### src/rtl/bus_transfer_ctrl_pkg.sv
// bus_transfer_ctrl_pkg: shared widths, types and FSM encoding for the bus transfer controller
package bus_transfer_ctrl_pkg;
  localparam int N_MASTERS = 4;
  localparam int ADDR_W = 16;
  localparam int DATA_W = 32;
  localparam int LEN_W = 4;
  localparam int IDX_W = $clog2(N_MASTERS);
  typedef logic [N_MASTERS-1:0] arb_vector;
  typedef logic [ADDR_W-1:0] addr_t;
  typedef logic [DATA_W-1:0] data_t;
  typedef logic [LEN_W-1:0] len_t;
  typedef logic [IDX_W-1:0] idx_t;
  localparam arb_vector NO_GRANT = '0;
  typedef enum logic [1:0] {IDLE, LOAD, XFER, DONE} xfer_state_e;
  function automatic addr_t beat_addr(addr_t base, len_t k);
    return base + addr_t'(k);
  endfunction
endpackage

### src/rtl/bus_transfer_ctrl_if.sv
// bus_transfer_ctrl_if: grant, per-master request and slave-port signals of the transfer controller
interface bus_transfer_ctrl_if;
  import bus_transfer_ctrl_pkg::*;
  arb_vector bus_grant;
  addr_t [N_MASTERS-1:0] m_addr;
  logic [N_MASTERS-1:0] m_write;
  len_t [N_MASTERS-1:0] m_len;
  data_t [N_MASTERS-1:0] m_wdata;
  arb_vector m_beat_done;
  data_t m_rdata;
  logic s_valid;
  logic s_write;
  addr_t s_addr;
  data_t s_wdata;
  logic s_ready;
  data_t s_rdata;
  logic bus_ack;
  logic xfer_err;
  modport master (
    input bus_grant, m_addr, m_write, m_len, m_wdata, s_ready, s_rdata,
    output m_beat_done, m_rdata, s_valid, s_write, s_addr, s_wdata, bus_ack, xfer_err
  );
  modport slave (
    output bus_grant, m_addr, m_write, m_len, m_wdata, s_ready, s_rdata,
    input m_beat_done, m_rdata, s_valid, s_write, s_addr, s_wdata, bus_ack, xfer_err
  );
endinterface

### src/rtl/bus_transfer_ctrl_grant_encoder.sv
// bus_transfer_ctrl_grant_encoder: one-hot grant vector to master index plus legality flag
module bus_transfer_ctrl_grant_encoder
  import bus_transfer_ctrl_pkg::*;
(
  input  arb_vector grant,
  output idx_t      idx,
  output logic      onehot_ok
);
  // index of the set grant bit; only meaningful when onehot_ok
  always_comb begin
    idx = '0;
    for (int i = 0; i < N_MASTERS; i++) if (grant[i]) idx = idx_t'(i);
  end
  assign onehot_ok = $onehot(grant);
endmodule

### src/rtl/bus_transfer_ctrl.sv
// bus_transfer_ctrl: executes the granted master's burst on the slave port and acks the arbiter
module bus_transfer_ctrl
  import bus_transfer_ctrl_pkg::*;
#(
  parameter int TIMEOUT = 15
) (
  input logic clk,
  input logic reset,
  bus_transfer_ctrl_if.master bus
);
  xfer_state_e state_q, state_d;
  idx_t idx_q, idx_d, gnt_idx;
  logic gnt_ok;
  addr_t base_q, base_d;
  logic write_q, write_d;
  len_t len_q, len_d, beat_cnt_q, beat_cnt_d;
  logic [7:0] tmo_q, tmo_d;
  logic s_valid_q, s_valid_d, s_write_q, s_write_d;
  addr_t s_addr_q, s_addr_d;
  data_t s_wdata_q, s_wdata_d, m_rdata_q, m_rdata_d;
  arb_vector m_beat_done_q, m_beat_done_d;
  logic bus_ack_q, bus_ack_d, xfer_err_q, xfer_err_d;
  logic granted, fire, last, tmo_hit;

  bus_transfer_ctrl_grant_encoder u_enc (
    .grant(bus.bus_grant),
    .idx(gnt_idx),
    .onehot_ok(gnt_ok)
  );

  assign granted = state_q == IDLE && bus.bus_grant != NO_GRANT;
  assign fire = state_q == XFER && s_valid_q && bus.s_ready;
  assign last = beat_cnt_q == len_q;
  assign tmo_hit = state_q == XFER && s_valid_q && !bus.s_ready && tmo_q == 8'(TIMEOUT - 1);

  // state and datapath registers; reset drops any burst in flight without an ack
  always_ff @(posedge clk or posedge reset) begin
    if (reset) begin
      state_q <= IDLE;
      idx_q <= '0;
      base_q <= '0;
      write_q <= 1'b0;
      len_q <= '0;
      beat_cnt_q <= '0;
      tmo_q <= '0;
      s_valid_q <= 1'b0;
      s_write_q <= 1'b0;
      s_addr_q <= '0;
      s_wdata_q <= '0;
      m_rdata_q <= '0;
      m_beat_done_q <= NO_GRANT;
      bus_ack_q <= 1'b0;
      xfer_err_q <= 1'b0;
    end else begin
      state_q <= state_d;
      idx_q <= idx_d;
      base_q <= base_d;
      write_q <= write_d;
      len_q <= len_d;
      beat_cnt_q <= beat_cnt_d;
      tmo_q <= tmo_d;
      s_valid_q <= s_valid_d;
      s_write_q <= s_write_d;
      s_addr_q <= s_addr_d;
      s_wdata_q <= s_wdata_d;
      m_rdata_q <= m_rdata_d;
      m_beat_done_q <= m_beat_done_d;
      bus_ack_q <= bus_ack_d;
      xfer_err_q <= xfer_err_d;
    end
  end

  // next state: illegal multi-hot grants skip straight to DONE to be acked with an error
  always_comb begin
    state_d = state_q;
    case (state_q)
      IDLE: if (granted) state_d = gnt_ok ? LOAD : DONE;
      LOAD: state_d = XFER;
      XFER: if ((fire && last) || tmo_hit) state_d = DONE;
      default: state_d = IDLE;
    endcase
  end

  // registered outputs are computed one cycle early so bus_ack is high exactly while in DONE
  always_comb begin
    idx_d = idx_q;
    base_d = base_q;
    write_d = write_q;
    len_d = len_q;
    beat_cnt_d = beat_cnt_q;
    tmo_d = tmo_q;
    s_valid_d = s_valid_q;
    s_write_d = s_write_q;
    s_addr_d = s_addr_q;
    s_wdata_d = s_wdata_q;
    m_rdata_d = m_rdata_q;
    m_beat_done_d = NO_GRANT;
    bus_ack_d = 1'b0;
    xfer_err_d = 1'b0;
    if (granted) begin
      idx_d = gnt_idx;
      base_d = bus.m_addr[gnt_idx];
      write_d = bus.m_write[gnt_idx];
      len_d = bus.m_len[gnt_idx];
      beat_cnt_d = '0;
      tmo_d = '0;
      bus_ack_d = !gnt_ok;
      xfer_err_d = !gnt_ok;
    end
    if (state_q == LOAD) begin
      s_valid_d = 1'b1;
      s_write_d = write_q;
      s_addr_d = base_q;
      s_wdata_d = bus.m_wdata[idx_q];
    end
    if (fire) begin
      m_beat_done_d = arb_vector'(1) << idx_q;
      m_rdata_d = write_q ? m_rdata_q : bus.s_rdata;
      tmo_d = '0;
      s_valid_d = !last;
      bus_ack_d = last;
      beat_cnt_d = last ? beat_cnt_q : beat_cnt_q + len_t'(1);
      s_addr_d = last ? s_addr_q : beat_addr(base_q, beat_cnt_q + len_t'(1));
      s_wdata_d = last ? s_wdata_q : bus.m_wdata[idx_q];
    end else if (state_q == XFER && s_valid_q) begin
      tmo_d = tmo_q + 8'd1;
      s_valid_d = !tmo_hit;
      bus_ack_d = tmo_hit;
      xfer_err_d = tmo_hit;
    end
  end

  assign bus.s_valid = s_valid_q;
  assign bus.s_write = s_write_q;
  assign bus.s_addr = s_addr_q;
  assign bus.s_wdata = s_wdata_q;
  assign bus.m_rdata = m_rdata_q;
  assign bus.m_beat_done = m_beat_done_q;
  assign bus.bus_ack = bus_ack_q;
  assign bus.xfer_err = xfer_err_q;
endmodule
### src/flat_wrapper.sv
// flat-port wrapper written by rule: the top's interface ports become plain ports
module bus_transfer_ctrl_flat import bus_transfer_ctrl_pkg::*;
#(
  parameter int TIMEOUT = 15
)
  (clk, reset, bus_bus_grant, bus_m_addr, bus_m_write, bus_m_len, bus_m_wdata, bus_s_ready, bus_s_rdata, bus_m_beat_done, bus_m_rdata, bus_s_valid, bus_s_write, bus_s_addr, bus_s_wdata, bus_bus_ack, bus_xfer_err);
  bus_transfer_ctrl_if bus_i ();
  input logic clk;
  input logic reset;
  input wire logic [$bits(bus_i.bus_grant)-1:0] bus_bus_grant;
  input wire logic [$bits(bus_i.m_addr)-1:0] bus_m_addr;
  input wire logic [$bits(bus_i.m_write)-1:0] bus_m_write;
  input wire logic [$bits(bus_i.m_len)-1:0] bus_m_len;
  input wire logic [$bits(bus_i.m_wdata)-1:0] bus_m_wdata;
  input wire logic [$bits(bus_i.s_ready)-1:0] bus_s_ready;
  input wire logic [$bits(bus_i.s_rdata)-1:0] bus_s_rdata;
  output wire logic [$bits(bus_i.m_beat_done)-1:0] bus_m_beat_done;
  output wire logic [$bits(bus_i.m_rdata)-1:0] bus_m_rdata;
  output wire logic [$bits(bus_i.s_valid)-1:0] bus_s_valid;
  output wire logic [$bits(bus_i.s_write)-1:0] bus_s_write;
  output wire logic [$bits(bus_i.s_addr)-1:0] bus_s_addr;
  output wire logic [$bits(bus_i.s_wdata)-1:0] bus_s_wdata;
  output wire logic [$bits(bus_i.bus_ack)-1:0] bus_bus_ack;
  output wire logic [$bits(bus_i.xfer_err)-1:0] bus_xfer_err;
  assign bus_i.bus_grant = bus_bus_grant;
  assign bus_i.m_addr = bus_m_addr;
  assign bus_i.m_write = bus_m_write;
  assign bus_i.m_len = bus_m_len;
  assign bus_i.m_wdata = bus_m_wdata;
  assign bus_i.s_ready = bus_s_ready;
  assign bus_i.s_rdata = bus_s_rdata;
  assign bus_m_beat_done = bus_i.m_beat_done;
  assign bus_m_rdata = bus_i.m_rdata;
  assign bus_s_valid = bus_i.s_valid;
  assign bus_s_write = bus_i.s_write;
  assign bus_s_addr = bus_i.s_addr;
  assign bus_s_wdata = bus_i.s_wdata;
  assign bus_bus_ack = bus_i.bus_ack;
  assign bus_xfer_err = bus_i.xfer_err;
  bus_transfer_ctrl #(.TIMEOUT(TIMEOUT)) u_core (.clk(clk), .reset(reset), .bus(bus_i));
endmodule
### config.mk
export PLATFORM = sky130hd
export DESIGN_NAME = bus_transfer_ctrl_flat
export DESIGN_NICKNAME = d
export VERILOG_FILES = /design/src/rtl/bus_transfer_ctrl_pkg.sv /design/src/rtl/bus_transfer_ctrl_if.sv /design/src/rtl/bus_transfer_ctrl_grant_encoder.sv /design/src/rtl/bus_transfer_ctrl.sv /design/src/flat_wrapper.sv
export SDC_FILE = /design/constraint.sdc
export NUM_CORES = 1
export LEC_CHECK = 0
export ABC_AREA = 1
export CAP_MARGIN = 20
export CORE_ASPECT_RATIO = 0.6
export CORE_MARGIN = 4
export CORE_UTILIZATION = 38
export CTS_CLUSTER_DIAMETER = 100
export DETAILED_ROUTE_END_ITERATION = 10
export GPL_TIMING_DRIVEN = 0
export PLACE_DENSITY = 0.75
export SLEW_MARGIN = 0
export SYNTH_ARGS = -nofsm -noshare
export SYNTH_HDL_FRONTEND = slang
export SYNTH_HIERARCHICAL = 1
export SYNTH_SLANG_ARGS = --single-unit
### constraint.sdc
create_clock -name clk -period 4.6 [get_ports clk]
set_clock_uncertainty 0.15 [all_clocks]
set_input_delay 0.92 -clock clk [delete_from_list [all_inputs] [get_ports clk]]
set_output_delay 0.92 -clock clk [all_outputs]
set_load 0.05 [all_outputs]
run_1/m1.png
Cells faint in the background.
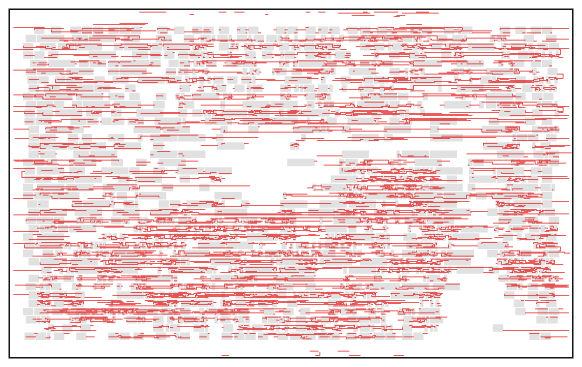
nets with wire on the layer: 1338
longest straight run: 77.3 µm
share of all routed wire: 45%
wire length on this layer: 11400 µm
main direction: horizontal
Vias: 7695
met1 GRT Util: 31.84%

run_1/m2.png
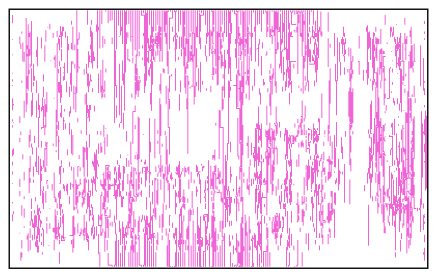
longest straight run: 49.8 µm
main direction: vertical
wire length on this layer: 11300 µm
share of all routed wire: 44%
drt total wl: 25540 µm
met2 Use GR: 35.57%

run_1/m3.png
Cells faint in the background.
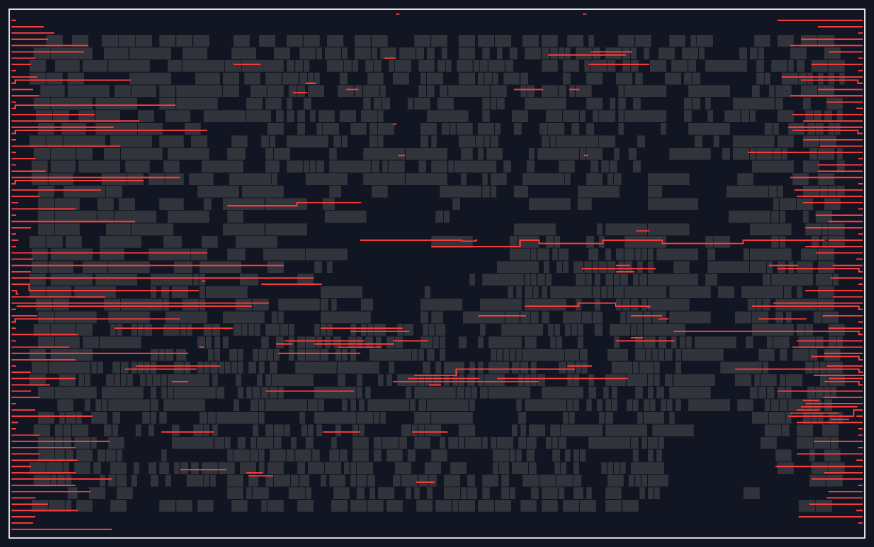
share of all routed wire: 10%
main direction: horizontal
longest straight run: 65.1 µm
nets with wire on the layer: 215

run_1/congestion_map.png
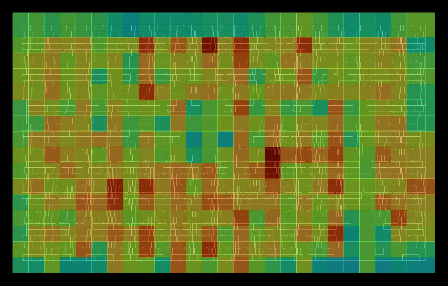
DR WL/cell: 16.74 µm
GR peak layer: met2
utilization after layout: 62.69%
gr usage total: 23.13%

==> GITHUB_STEP_SUMMARY, run 1 <==
## Synthesis and layout report

| Metric | Value |
|---|---|
| Status | `completed` |
| Share of cells above drive strength 1 | `between 7 and 8%` |
| CTS Sinks | `approximately 130` |
| DP Area | `around 11000 µm²` |
| Initial antenna violation count | `0` |
| Switching fraction of total power | `about 22%` |
| Met2 WL | `11300 µm` |
| Synthesized instance count | `915` |
| Clk buf depth | `2` |
| Synth Net Count | `~1200` |
| Total negative slack | `0 ns` |
| Reg clk slew, reported paths | `0.06 ns` |
| Final cell count without fillers | `between 1500 and 2000` |
| Final Setup Violations | `0` |
| Layout area overhead | `60.49%` |
| Final instance area | `between 10000 and 15000 µm²` |
| Synth Warn # | `6` |
| Post-synth EDFFs | `0` |
| Chip area | `roughly 21000 µm²` |
| PostCTS Resize Cnt | `0` |
| Leakage | `5.330 nW` |
| Highest Clock Rate | `about 330 MHz` |
| Init Core Util | `39.06%` |
| Top pwr grp | `clock` |
| Most numerous logic cell after layout | `clkdlybuf4s50_1` |
| # Cells Yosys | `just over 900` |
| Top Layer Used | `met4` |
| P_clk | `between 1 and 1.5 mW` |
| Crit Path Class | `in -> reg` |
| IO Port Bufs | `approximately 340` |
| Slowest library cell on the worst path | `clkdlybuf4s50_1` |
| # diodes | `0` |
| Worst min-delay path class | `reg -> reg` |
| Most frequent cells in the layout | `338 x clkdlybuf4s50_1, 258 x nand2_1, 125 x dfrtp_1` |
| Placed insts | `roughly 1500` |
| Final Slew Violations | `0` |
| Post-synthesis cell type count | `33` |
| Syn Area/Cell | `approximately 7.8 µm²` |
| Post-route ant nets | `0` |
| Logic power comb | `0.340 mW` |
| WL met1 | `between 10000 and 15000 µm` |
| Setup crit start kind | `input port` |
| Crit-path max cell delay | `a little over 0.5 ns` |
| PwrDens | `approximately 240 nW/µm²` |
| Drt drc | `0` |
| CTS root buffer | `clkbuf_16` |
| TritonCTS clock tree | `done` |
| Worst vdd ir | `roughly 0.23 mV` |
| WP data required | `between 4 and 5 ns` |
| Routability congestion estimate | `~0.90` |
| Final Hold Fails | `0` |
| DP Worst Slack | `about 1.1 ns` |
| Hold slack | `about 0.33 ns` |
| Flops & latches, synth | `125` |
| Hold Buf Count CTS | `0` |
| RSZ-0062 raised after global routing | `no` |
| Via density | `5.043` |
| Area of the mapped netlist | `roughly 7100 µm²` |
| Clock buffer count from CTS | `17` |
| Cell taking the most area after synthesis | `dfrtp_1` |
| Sw Pwr | `about 0.61 mW` |
| Delay-heaviest family, CP | `adder cells` |
| Synth top area share | `a little over two fifths` |
| Asr flop ratio synth | `100.0%` |
| Max-Cap Viols | `0` |
| Clock network fraction of design power | `between 40% and 50%` |
| Post-CTS Repair Setup Buffers | `0` |
| OpenROAD warning count | `30` |
| P_int | `2.181 mW` |
| Die W | `184.9 µm` |
| Cell Rows | `38` |
| Crit end category | `flop` |
| DR WL met3 | `between 2000 and 3000 µm` |
| Post-synthesis sequential area ratio | `a little over two fifths` |
| Final setup margin | `between 1.5 and 2 ns` |
| Final nets | `between 1500 and 2000` |
## run 1: cells in the mapped netlist (4+ instances only)
cell and count:
nand2_1 258, dfrtp_1 125, nand3_1 102, o21ai_0 101, nor2_1 65, inv_1 64
a21oi_1 35, mux2_4 30, clkbuf_1 21, o22ai_1 21, buf_2 17, o21ai_1 15
ha_1 13, nand4_1 9, buf_4 6, buf_6 4, nor3_1 4
## run 1: worst min-delay path: stages (launching register included)
cell and delay, ns:
dfrtp_1 0.34, nand2_1 0.05, nand2_1 0.06
## run 1: area by class of cell
class | instances | area, µm²
Sequential cell | 125 | 3128
Tap cell | 240 | 300.3
Clock inverter | 13 | 165.2
Timing Repair Buffer | 339 | 3411
Buffer | 49 | 257.7
Fill cell | 1568 | 6812
Inverter | 66 | 252.7
Multi-Input combinational cell | 675 | 3498
Clock buffer | 19 | 432.9
## run 1: path summary, 6_finish.rpt
| path | start | endpoint | slack, ns | depth (start not counted) |
|---|---|---|---|---|
| min in group asynchronous | reset | u_core/bus.m_rdata[5] | 0.81 | 2 |
| worst min-delay path | u_core/bus.s_addr[3] | u_core/bus.s_addr[3] | 0.33 | 2 |
| worst max register to register | u_core/beat_cnt_q[0] | u_core/bus.s_addr[14] | 2.13 | 11 |
| worst max-delay path | bus_bus_grant[1] | u_core/bus.bus_ack | 1.55 | 12 |
| max in group asynchronous | reset | u_core/bus.s_wdata[13] | 2.76 | 3 |
| worst min register to register | u_core/bus.s_addr[3] | u_core/bus.s_addr[3] | 0.33 | 2 |
## run 1: cells by family (layout without fill, tap and decap cells)
logic type,after synthesis,in the layout,synth area share [%]
buffers and inverters,115,486,7.088
DFF,125,125,43.86
muxes,32,32,6.632
adders and majority gates,15,15,2.842
AOI/OAI and AO/OA,177,177,13.02
and+or+nand+nor,448,448,26.19
xor gates and xnor gates,3,3,0.3685
==> run 2, diff against run 1 <==
- CORE_UTILIZATION: 38 -> 42
- PLACE_DENSITY: 0.75 -> 0.79
- clock period: 4.6 -> 3.2 ns (I/O delays scaled with it)
run_2/m2.png
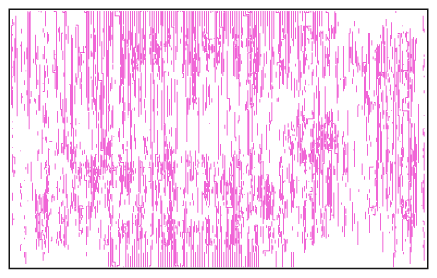
wire length on this layer: 12100 µm
main direction: vertical
nets with wire on the layer: 1266
drt total wl: 26330 µm
met2 Use GR: 42.12%

==> GITHUB_STEP_SUMMARY, run 2 <==
## Synthesis and layout report

| Metric | Value |
|---|---|
| # Cells Yosys | `915 (unchanged)` |
| Share of cells above drive strength 1 | `8.152% (was 7.854%)` |
| CTS root buffer | `clkbuf_16 (unchanged)` |
| Highest Clock Rate | `382.0 MHz` |
| RR Endpoint | `u_core/bus.s_addr[12] (was u_core/bus.s_addr[14])` |
| Top Layer Used | `met5 (was met4)` |
| Reg clk slew, reported paths | `0.06 ns (about the same)` |
| Post-CTS Repair Setup Buffers | `0 (unchanged)` |
| WP data required | `3.34 ns (was 4.70 ns)` |
| Final Slew Violations | `0 (unchanged)` |
| Clk buf depth | `2 (unchanged)` |
| IO Port Bufs | `338 (unchanged)` |
| Synthesized instance count | `915 (unchanged)` |
| Yosys top cell by instances | `nand2_1 (unchanged)` |
| Synth Warn # | `6 (unchanged)` |
| Final instance area | `11500 µm² (was 11450 µm²)` |
| Initial antenna violation count | `1 (was 0)` |
| Layout area overhead | `61.25% (was 60.49%)` |
| Post-route ant nets | `0 (unchanged)` |
| Crit-path max cell delay | `0.50 ns (was 0.51 ns)` |
| Synth Net Count | `1181 (unchanged)` |
| Crit Path Class | `in -> reg (unchanged)` |
| Crit-path cells | `clkdlybuf4s50_1 -> inv_1 -> fa_1 -> inv_1 -> ha_1 -> ha_1 -> inv_1 -> nand2_1 -> nor2_2 -> inv_1 -> nand2_1 -> o311ai_0 (unchanged)` |
| GR peak layer | `met2 (unchanged)` |
| Die W | `176.2 µm (was 184.9 µm)` |
| RSZ-0062 raised after global routing | `no (unchanged)` |
| WL met1 | `11510 µm (was 11420 µm)` |
| Setup crit start kind | `input port (unchanged)` |
| Syn Area/Cell | `7.794 µm² (unchanged)` |
| Chip area | `19200 µm² (was 21100 µm²)` |
| Final cell count without fillers | `1517 (was 1526)` |
| Hold slack | `0.3325 ns (was 0.3278 ns)` |
| Met2 WL | `12080 µm (was 11300 µm)` |
| Hold Buf Count CTS | `0 (unchanged)` |
| Hold depth | `2 (unchanged)` |
| Post-synth EDFFs | `0 (unchanged)` |
| Final Hold Fails | `0 (unchanged)` |
| Post-synthesis cell type count | `33 (unchanged)` |
| Asr flop ratio synth | `100.0% (unchanged)` |
| Total negative slack | `0 ns (unchanged)` |
| DR WL/cell | `17.35 µm (was 16.74 µm)` |
| Hold path startpoint | `u_core/bus.s_wdata[2] (was u_core/bus.s_addr[3])` |
| Flops & latches, synth | `125 (unchanged)` |
| Switching fraction of total power | `21.81% (was 21.99%)` |
| OpenROAD warning count | `30 (unchanged)` |
| Most frequent cells in the layout | `338 x clkdlybuf4s50_1, 258 x nand2_1, 125 x dfrtp_1 (unchanged)` |
| Most numerous logic cell after layout | `clkdlybuf4s50_1 (unchanged)` |
| Final nets | `1541 (was 1539)` |
| Via density | `5.112 (was 5.043)` |
| Area of the mapped netlist | `7132 µm² (unchanged)` |
| CTS Sinks | `125 (unchanged)` |
| Init Core Util | `43.38% (was 39.06%)` |
| P_int | `3.204 mW (was 2.181 mW)` |
| Slowest library cell on the worst path | `clkdlybuf4s50_1 (unchanged)` |
| Worst min-delay path class | `reg -> reg (unchanged)` |
| Chip area in the Yosys report | `7132 µm² (unchanged)` |
| Max-Cap Viols | `0 (unchanged)` |
| Synth cell count leaders | `258 x nand2_1, 125 x dfrtp_1, 102 x nand3_1 (unchanged)` |
| Cell taking the most area after synthesis | `dfrtp_1 (unchanged)` |
| TritonCTS clock tree | `done (unchanged)` |
| PwrDens | `356.4 nW/µm² (was 244.3 nW/µm²)` |
| RR Startpoint | `u_core/beat_cnt_q[0] (unchanged)` |
| Drt drc | `0 (unchanged)` |
| Utilization after layout | `69.95% (was 62.69%)` |
| DR WL met3 | `2407 µm (was 2669 µm)` |
| PostCTS Resize Cnt | `0 (unchanged)` |
| Clock network fraction of design power | `49.3% (was 48.5%)` |
| Final Setup Violations | `0 (unchanged)` |
| Post-synthesis sequential area ratio | `43.86% (unchanged)` |
| Routability congestion estimate | `0.8803 (was 0.8966)` |
| DP Worst Slack | `0.1071 ns (was 1.065 ns)` |
| R2R setup slack | `0.67 ns (was 2.13 ns)` |
| Placed insts | `1484 (was 1494)` |
| Fill cell count | `1317 (was 1568)` |
| Worst r2r path cells | `11 (unchanged)` |
| Clock buffer count from CTS | `17 (unchanged)` |
| Leakage | `5.356 nW (was 5.330 nW)` |
| Sw Pwr | `0.8938 mW (was 0.6147 mW)` |
| Final setup margin | `0.5824 ns (was 1.545 ns)` |
| Status | `completed (unchanged)` |
| Worst hold path endpoint | `u_core/bus.s_wdata[2] (was u_core/bus.s_addr[3])` |
| Gr usage total | `26.72% (was 23.13%)` |
| Cell Rows | `36 (was 38)` |
run_2/m1.png
Cells faint in the background.
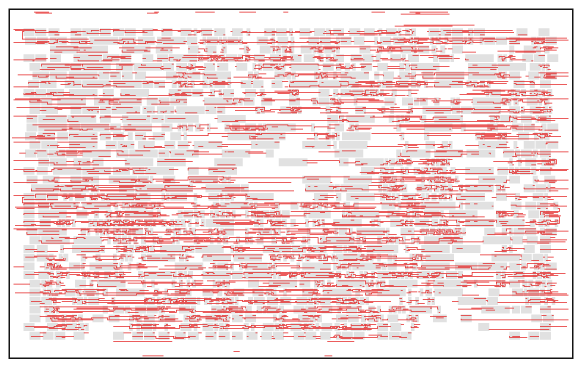
main direction: horizontal
share of all routed wire: 44%
nets with wire on the layer: 1397
met1 GRT Util: 36.20%
Vias: 7755

[run 2: cell counts after synthesis]
No cell type changed its count.
[run 2: how the worst max path moves through the flow]
stage	from	to	slack, ns	cells past startpoint
after floorplan	bus_bus_grant[0]	u_core/bus.bus_ack	0.78	11
after global placement	reset	u_core/bus.m_rdata[26]	-0.33	2
after detailed placement	bus_bus_grant[1]	u_core/bus.bus_ack	0.11	12
after CTS	bus_bus_grant[1]	u_core/bus.bus_ack	0.58	12
after global routing	bus_bus_grant[1]	u_core/bus.bus_ack	0.42	12
final	bus_bus_grant[1]	u_core/bus.bus_ack	0.58	12
[run 2: worst max-delay path, delay by kind of cell]
kind,cells,cell delay (ns)
AOI/OAI and AO/OA,1,0.31
adders and majority gates,3,0.95
and+or+nand+nor,3,0.17
buffers and inverters,5,0.69
[run 2: kinds of logic after synthesis]
logic type | share of synthesized area [%]
muxes | 6.632
and+or+nand+nor | 26.19
adders and majority gates | 2.842
buffers and inverters | 7.088
xor gates and xnor gates | 0.3685
AOI/OAI and AO/OA | 13.02
DFF | 43.86
[run 2: power groups by stage]
stage	sequential (mW)	clock (mW)	combinational (mW)
floorplan	1.61	0	0.135
global placement	1.61	0	0.476
detailed placement	1.61	0	0.495
CTS	1.58	2.06	0.496
global route	1.58	2.13	0.536
finish	1.58	2.02	0.495
[run 2: final cells by class]
cell class              instances  area, µm²  area share [%]
clock inverters                12      158.9           1.382
flip-flops and latches        125       3128           27.20
clock buffers                  20      466.7           4.058
inverters                      66      251.5           2.187
well taps                     228      285.3           2.481
diodes                          1      2.502         0.02176
multi-input cells             675       3498           30.42
plain buffers                  49      257.7           2.241
repair buffers                341       3451           30.01
Power figures rest on the tool's default switching activity, not on a simulated workload.
